Design dest_reg_pipe_flat, sky130hd; sources not shown.
Run 1, met1 routing:
Supply wires on this layer in grey.
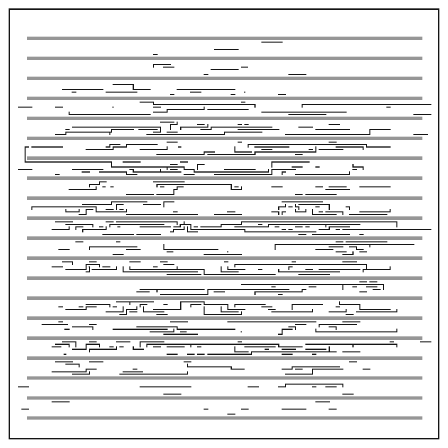
longest straight run: 21.2 um
wire length on this layer: 1,290 um
via count: 1,193
met1 usage: 0.236
final wirelength: 2850 um

Run 1, logic cells by family:
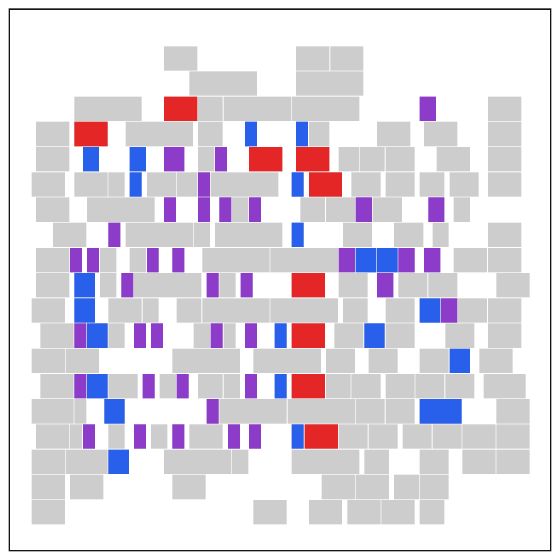
legend:
  NOR gates:
    colour: blue
    cells: 22
  NAND gates:
    colour: purple
    cells: 38
  multiplexers:
    colour: red
    cells: 9
Commonest Layout Cell: clkdlybuf4s50_1
fraction of area in multi-input gates: 0.416
fin cells: 242

Run 1, the metal 2 layer:
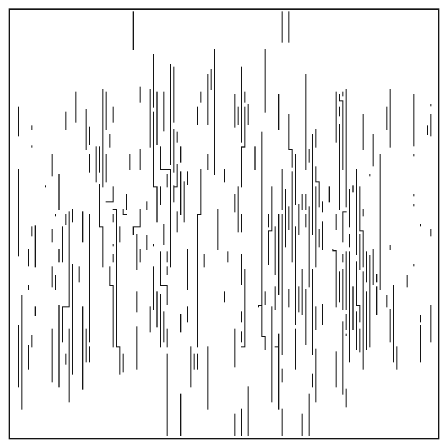
wire length on this layer: 1,310 um
longest straight run: 27.8 um
share of all routed wire: 46%
nets with wire on the layer: 191
main direction: vertical
M2 GR Usage: 0.273

Run 1, metal 3:
Bar = 20 um. Cells faint in the background.
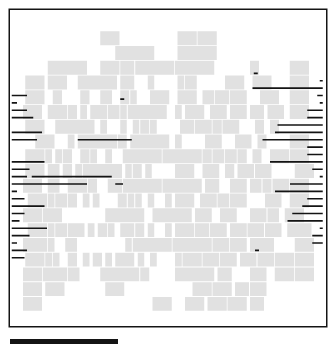
share of all routed wire: 6.8%
nets with wire on the layer: 46
longest straight run: 14.5 um
main direction: horizontal
GR Util met3: 0.0335

==> results.json, run 1 <==
{
  "synth.avg_cell_area_um2": 8.09,
  "min_period_ns": 2.29,
  "log.warning_count": 28,
  "grt_max_degree": 22,
  "path_max_fanout": 3,
  "wl_per_cell_um": 11.8,
  "clock_path_buffers": 2,
  "pg_clk_mw": 0.169,
  "ys_types": 21,
  "syn2layout_area_growth_pct": 33.9,
  "yosys.area.top_type_share": 0.304,
  "critPathKind": "in -> out",
  "intPower_mw": 0.546,
  "top_cells_by_count": "nand2_1, xor2_1, buf_4",
  "floorplan.core_util": 0.498,
  "viasPerCell": 4.93,
  "status": "complete, no violations",
  "synthAdderAreaFrac": 0.0181,
  "rr_worst_depth": 3,
  "skew_ns": 0.00178,
  "seqPwrFrac": 0.520,
  "maxCapViolations": 0,
  "crit_top_cell": "nand3_1",
  "first_pass_iters": 4,
  "p_comb_frac": 0.252,
  "drt-initial-drc-count": 43,
  "worst_pin_slew_ns": 0.708,
  "port_buffers": 53,
  "synth_area_leader_cell": "dfxtp_1",
  "syn_inst": 171,
  "mappedNetlistArea_um2": 1380,
  "dp_hpwl_um": 2330,
  "cp.required_ns": 1.84,
  "die_y_um": 58.3,
  "largest_reg_flops": 10,
  "io_pins": 54,
  "core-area_um2": 2780,
  "simple_gate_area_frac": 0.215,
  "clock.fmax_mhz": 437,
  "slowest_delay_ns": 0.49,
  "fin_setup_tns_ns": 0,
  "gr-total-overflow": 0,
  "diodes": 0,
  "gp_routability_congestion": 0.904,
  "die_width_um": 58.3,
  "area_leaders": "dfxtp_1, xor2_1, buf_4, nand2_1, mux2i_1",
  "cts_tree": "yes",
  "post-cts-setup-buffer-count": 0,
  "pre_cts_ws_ns": -0.535,
  "synth_warnings": 6,
  "edf_count": 0,
  "ys_sh_xor": 0.190,
  "htree_levels": 1,
  "place_inst": 238,
  "critPathArrivalTime_ns": 1.83,
  "path_cells": "clkdlybuf4s50_1 -> xor2_1 -> nor4_2 -> nand3_1 -> nand3_1 -> buf_2",
  "grt.total_usage": 0.176,
  "clock-sinks": 21,
  "setup_slack_ns": 0.0116,
  "cp_slowest_cell": "clkdlybuf4s50_1",
  "insertion_delay_ns": 0.29,
  "vdd.ir_drop.worst_v": 0.000392,
  "p_per_area_nw_per_um2": 401,
  "yosys-stat-area_um2": 1380,
  "die-area_um2": 3390,
  "hold_buffers": 0,
  "cts_buffers": 3,
  "antenna_found_initial": 0
}
==> run 1: per-stage QoR <==
step	instance area (um^2)	utilization
final	1850	0.666
after global routing	1850	0.666
after CTS	1850	0.665
after detailed placement	1830	0.658
after global placement	1830	0.658
after floorplan	1380	-
==> run 1: layer usage <==
layer  global-route usage  up-vias  part of all wire
met5                    0        -                 0
met1                0.236      520              0.45
met2                0.273       49              0.46
li1                     -      618                 -
met3               0.0335        6             0.068
met4               0.0797        0             0.021
==> run 1: layout by cell type, fill, tap and decap left out, types with 6 or more instances in the layout <==
| cell | n |
|---|---|
| a21oi_1 | 16 |
| buf_4 | 9 |
| clkdlybuf4s50_1 | 49 |
| dfxtp_1 | 21 |
| mux2i_1 | 9 |
| nand2_1 | 29 |
| nand3_1 | 8 |
| nor2_1 | 8 |
| xnor2_1 | 6 |
| xor2_1 | 24 |
==> run 1: layout make-up <==
class | count | area [um^2]
clock buffers | 4 | 26.3
fillers | 242 | 928
inverters | 2 | 7.51
multi-input cells | 122 | 771
flip-flops and latches | 21 | 420
well taps | 31 | 38.8
repair buffers | 62 | 589
==> run 1: worst max-delay path: cells and delay by family <==
family / cells / cell delay [ns]
buffers and inverters: 2 / 0.65
and+or+nand+nor: 3 / 0.53
xor gates and xnor gates: 1 / 0.19
==> run 1: repair_timing <==
| item | 4_1_cts | 5_1_grt |
|---|---|---|
| gates resized | 10 | 1 |
| endpoints found under the setup margin | 2 | 2 |
| pin swaps | 1 | 3 |
==> run 1: logic make-up after synthesis <==
group | after synthesis
fa+ha+maj | 2
flops | 21
simple gates | 64
xor+xnor | 30
buf+inv | 28
compound gates | 17
mux | 9
Run 1, the clock network:
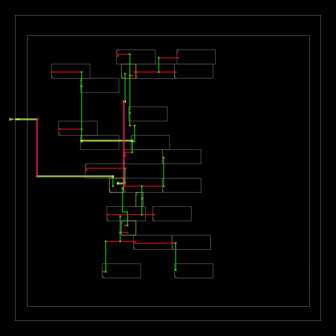

==> inputs of run 2 (changes only) <==
--- a/config.mk
+++ b/config.mk
@@ -6,7 +6,7 @@
 export NUM_CORES = 1
 export LEC_CHECK = 0
 export ABC_AREA = 0
-export CORE_MARGIN = 2
+export CORE_MARGIN = 10
 export CORE_UTILIZATION = 47
 export DETAILED_ROUTE_END_ITERATION = 10
 export PLACE_DENSITY = 0.92
Run 2, the clock network:
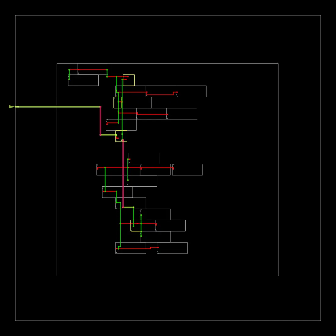
Latency at later pin: 0.30 ns
CTS Sinks: 21
cts bufs inserted: 3

Run 2, the metal 2 layer:
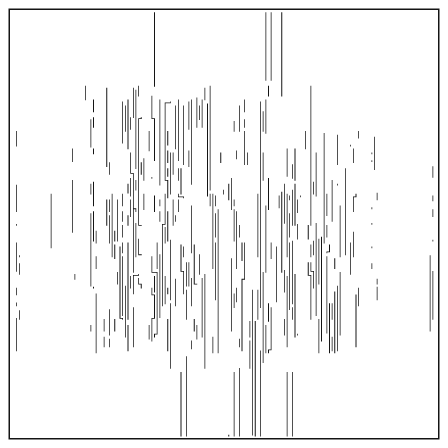
main direction: vertical
wire length on this layer: 1,600 um
final wirelength: 3640 um
via count: 1,232

Run 2, metal 3:
Bar = 20 um. Cells faint in the background.
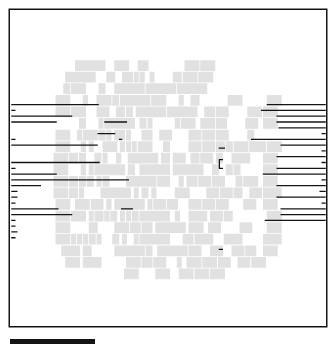
main direction: horizontal
nets with wire on the layer: 45
GR Util met3: 0.0465

==> results.json, run 2 <==
{
  "yosys.area.top_type_share": 0.304,
  "maxCapViolations": 0,
  "core-area_um2": 2780,
  "yosys-stat-area_um2": 1380,
  "fin_setup_tns_ns": 0,
  "finalSetupViolations": 0,
  "die_y_um": 74.3,
  "path_depth": 6,
  "antenna_found_initial": 0,
  "port_buffers": 53,
  "mappedNetlistArea_um2": 1380,
  "critPathArrivalTime_ns": 1.82,
  "cts_tree": "yes",
  "skew_ns": 0.000929,
  "syn_inst": 171,
  "diodes": 0,
  "synth_warnings": 6,
  "critPathKind": "in -> out",
  "gp_routability_congestion": 0.913,
  "period_used_share": 0.993,
  "area_leaders": "dfxtp_1, xor2_1, buf_4, nand2_1, mux2i_1",
  "die-area_um2": 5510,
  "n_fill_cell": 234,
  "grt.total_usage": 0.128,
  "slowest_delay_ns": 0.49,
  "vdd.ir_drop.worst_v": 0.000433,
  "cp.required_ns": 1.84,
  "final_cell_mix": "clkdlybuf4s50_1, nand2_1, xor2_1",
  "maxSlewViolCount": 0,
  "place_inst": 239,
  "syn2layout_area_growth_pct": 36.2,
  "synth.avg_cell_area_um2": 8.09,
  "dp_hpwl_um": 3010,
  "edf_count": 0,
  "logic_area_um2": 776,
  "crit_top_cell": "nand3_1",
  "critical_path_buf_inv_count": 2,
  "htree_levels": 1,
  "wl_per_cell_um": 15.0,
  "path_max_fanout": 3,
  "layout_top_cell": "clkdlybuf4s50_1",
  "clock_path_buffers": 2,
  "log.warning_count": 29,
  "status": "complete, no violations",
  "die_width_um": 74.3,
  "clock.fmax_mhz": 438,
  "io_pins": 54,
  "layout.cells.non_filler": 243,
  "worst_pin_slew_ns": 0.767,
  "rr_worst_depth": 2,
  "hold_buffers": 0,
  "ys_cells": 171,
  "first_pass_iters": 4,
  "ff_latch_area_um2": 420,
  "synth_area_leader_cell": "dfxtp_1",
  "drt-initial-drc-count": 67,
  "path_delay_family": "buffers and inverters",
  "viasPerCell": 5.07,
  "min_period_ns": 2.28,
  "gr-total-overflow": 0,
  "floorplan.core_util": 0.498,
  "path_cells": "clkdlybuf4s50_1 -> xor2_1 -> nor4_1 -> nand3_1 -> nand3_1 -> buf_2",
  "grt_max_degree": 22
}
## run 2: cell counts after synthesis
Identical to the previous run, type by type.
## run 2: where the power goes
| group | switching, mW | internal (mW) | total [mW] |
|---|---|---|---|
| registers | 0.0122 | 0.373 | 0.386 |
| logic | 0.0894 | 0.107 | 0.196 |
| clock network | 0.107 | 0.0649 | 0.172 |
## run 2: logic make-up (layout without fill, tap and decap cells)
logic type | after synthesis | after routing | synth area share
AOI/OAI and AO/OA | 17 | 17 | 0.0642
xor gates and xnor gates | 30 | 30 | 0.190
adders and majority gates | 2 | 2 | 0.0181
buffers and inverters | 28 | 69 | 0.144
DFF | 21 | 21 | 0.304
muxes | 9 | 9 | 0.0651
and+or+nand+nor | 64 | 64 | 0.215
## run 2: layout make-up
class	count	share of cell area
Timing Repair Buffer	63	0.326
Clock inverter	1	0.00266
Inverter	2	0.00398
Tap cell	31	0.0206
Multi-Input combinational cell	122	0.412
Sequential cell	21	0.223
Clock buffer	3	0.0120
## run 2: layer usage
metal  up-vias  part of all wire  GRT usage
met5         -                 0          0
met4         0             0.013     0.0447
met3         6              0.10     0.0465
met2        49              0.44      0.207
met1       555              0.45      0.152
li1        622                 -          -
## run 2: what timing repair did
item,CTS,global route
gates cloned,0,0
gates resized,8,9
endpoints found under the setup margin,2,2
setup buffers,0,0
pin swaps,0,6
endpoints found under the hold margin,0,0
## run 2: through the flow
stage	worst slack, ns	area (um^2)	util	power, mW	hold WS (ns)
floorplan	0.695	1380	-	0.498	0.440
global placement	-0.427	1840	0.660	0.586	0.457
detailed placement	-0.457	1840	0.660	0.589	0.478
CTS	-0.0667	1870	0.671	0.762	0.493
global route	-0.0592	1880	0.677	0.794	0.514
finish	0.0153	1880	0.677	0.754	0.487
Power and IR drop assume default switching activity.
